Design mem_access_unit, sky130hd; sources not shown.
==> images/metal_stack.png <==
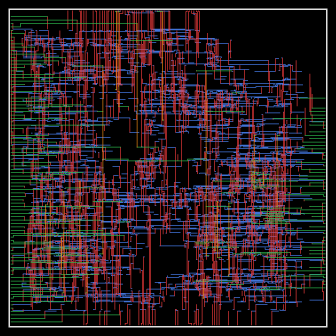
legend:
  met4:
    color: orange
    wire_length: 602 um
  met2:
    color: red
    wire_length: 8870 um
  met1:
    color: blue
    wire_length: 7490 um
  met3:
    color: green
    wire_length: 2330 um
Detailed Route WL: 19300 um
gr usage total: 0.235
detailed-route via count: 6576
drt wl/cell: 14.8 um

==> images/gate_families.png <==
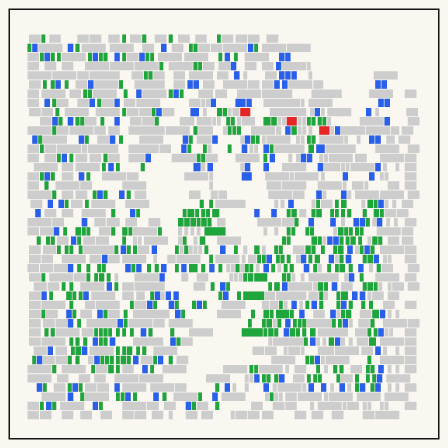
legend:
  inverting AOI/OAI gates:
    color: blue
    cells: 184
    where: widely spread
  NAND gates:
    color: green
    cells: 381
    where: widely spread
  XOR/XNOR gates:
    color: red
    cells: 3
most frequent logic cell in the layout: nand2_1
combinational share of cell area: 0.345
Cell Count, Final, Fillers Out: 1303

==> images/met2.png <==
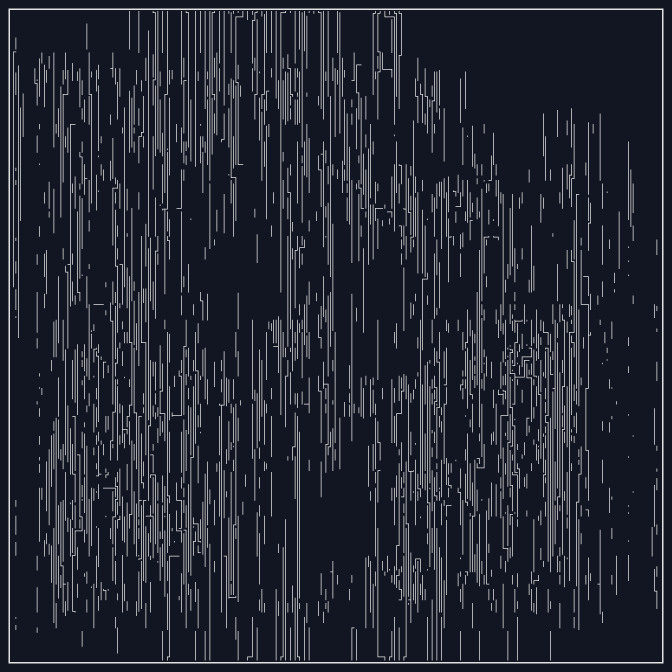
longest straight run: 54.4 um
wire length on this layer: 8870 um
main direction: vertical
share of all routed wire: 46%
nets with wire on the layer: 950
met2 Resource Use GR: 0.380

==> Slide: Implementation Results <==
Key Metrics from the Run

Global routing
  • First-pass GRT wire length: just over 30000 um
  • Vias in the first global route: 6231

Die
  • Die Wd: 127 um
  • FP Util: 0.472
  • Core area: 13300 sq um
  • Total die size: between 15000 and 20000 sq um
  • Well-Tap Cells: 176
  • Die Y: 127 um

Worst setup path
  • CP peak stage delay: 0.82 ns
  • Delay-heaviest family, CP: buffers and inverters
  • R2R Setup Slk: 2.18 ns
  • Critical path class: in -> out
  • CP Cell Sequence: clkdlybuf4s50_1 -> nor2_1 -> nand3_1 -> a21boi_0 -> clkdlybuf4s50_1

Flow run
  • Max-Cap Viols: 0
  • OpenROAD warning count: 30

Place
  • Tally of buffers added on design ports: 218
  • Placed cell area: 8320 sq um

Detailed routing
  • 1st-pass router iterations: 5

Power
  • Switching pwr: about 1.3 mW
  • Int Power: 2.65 mW
  • P_clk: approximately 1.4 mW
  • Flop pwr share: 0.334
  • Leakage: 3.62 nW

Worst hold path
  • WHS Path Cells: 2
  • Worst Hold Class: reg -> reg

Synthesis
  • Avg Cell Area, Syn: 6.73 sq um
  • Adder Area Share: 0.0120
  • Compound Share, Synth: 0.152
  • Top cell type's share of synthesized area: 0.408
  • Mux frac, synth: 0.0144
  • Simple Share, Synth: 0.309
  • Yosys warnings: 6
  • Post-Synthesis Cells: just over 900
  • Post-synth seq share: 0.408

Final timing
  • TNS Setup: 0 ns
  • RSZ-0062 raised after global routing: no
  • Final slew viol count: 0
  • Crit share post-route: 0.718
  • Fmax: about 0.29 GHz
  • Slew headroom: 0.176

Layout
  • Clock buf count: 20
  • Flop share of the area: 0.286
  • Number of logic gates: 685
  • Buffers, non-clock: 223
  • Sequential cell count: 128

Status
  • Status: completed

CTS
  • Clk root buf: clkbuf_16
-- Yosys cell counts, drive strengths merged --
cell type / number
a31oi: 1
clkbuf: 23
xor2: 1
inv: 58
a21o: 1
nand4: 1
o21ai: 88
buf: 39
or2: 2
dfxtp: 128
nor3: 1
mux2: 8
clkinv: 1
ha: 6
nor2: 96
nand3: 46
a211oi: 1
o221a: 1
xnor2: 2
nand3b: 1
nand2: 333
a311oi: 1
a21oi: 92
conb: 1
a21boi: 1
-- logic make-up after synthesis --
group	Yosys count
AND/OR/NAND/NOR	480
XOR/XNOR	3
flip-flops	128
other	1
multiplexers	8
buffers and inverters	121
AND-OR/OR-AND	186
adder cells (fa/ha/maj)	6
-- metrics by stage --
| stage | std cells | worst slack [ns] | power (mW) | util | hold WS (ns) |
|---|---|---|---|---|---|
| after global routing | 1303 | 1.19 | 4.17 | 0.674 | 0.431 |
| after floorplan | 934 | 2.63 | 2.09 | - | 0.371 |
| after global placement | 1271 | 1.36 | 2.55 | 0.626 | 0.384 |
| after detailed placement | 1271 | 1.34 | 2.57 | 0.626 | 0.384 |
| after CTS | 1303 | 1.33 | 3.98 | 0.674 | 0.393 |
| final | 1303 | 1.35 | 3.95 | 0.674 | 0.394 |
-- worst register-to-register path, delay by kind of cell, from the launching register on --
kind | cells | cell delay [ns]
flops | 1 | 0.38
simple gates | 7 | 2.02
compound gates | 1 | 0.10
-- per-layer routing --
layer  part of all wire  track usage  vias up
li1                   -            -     3327
met2               0.46        0.380      288
met3               0.12        0.110       50
met1               0.39        0.271     2911
met4              0.031       0.0921        0
met5                  0            0        -
Power figures rest on the tool's default switching activity, not on a simulated workload.
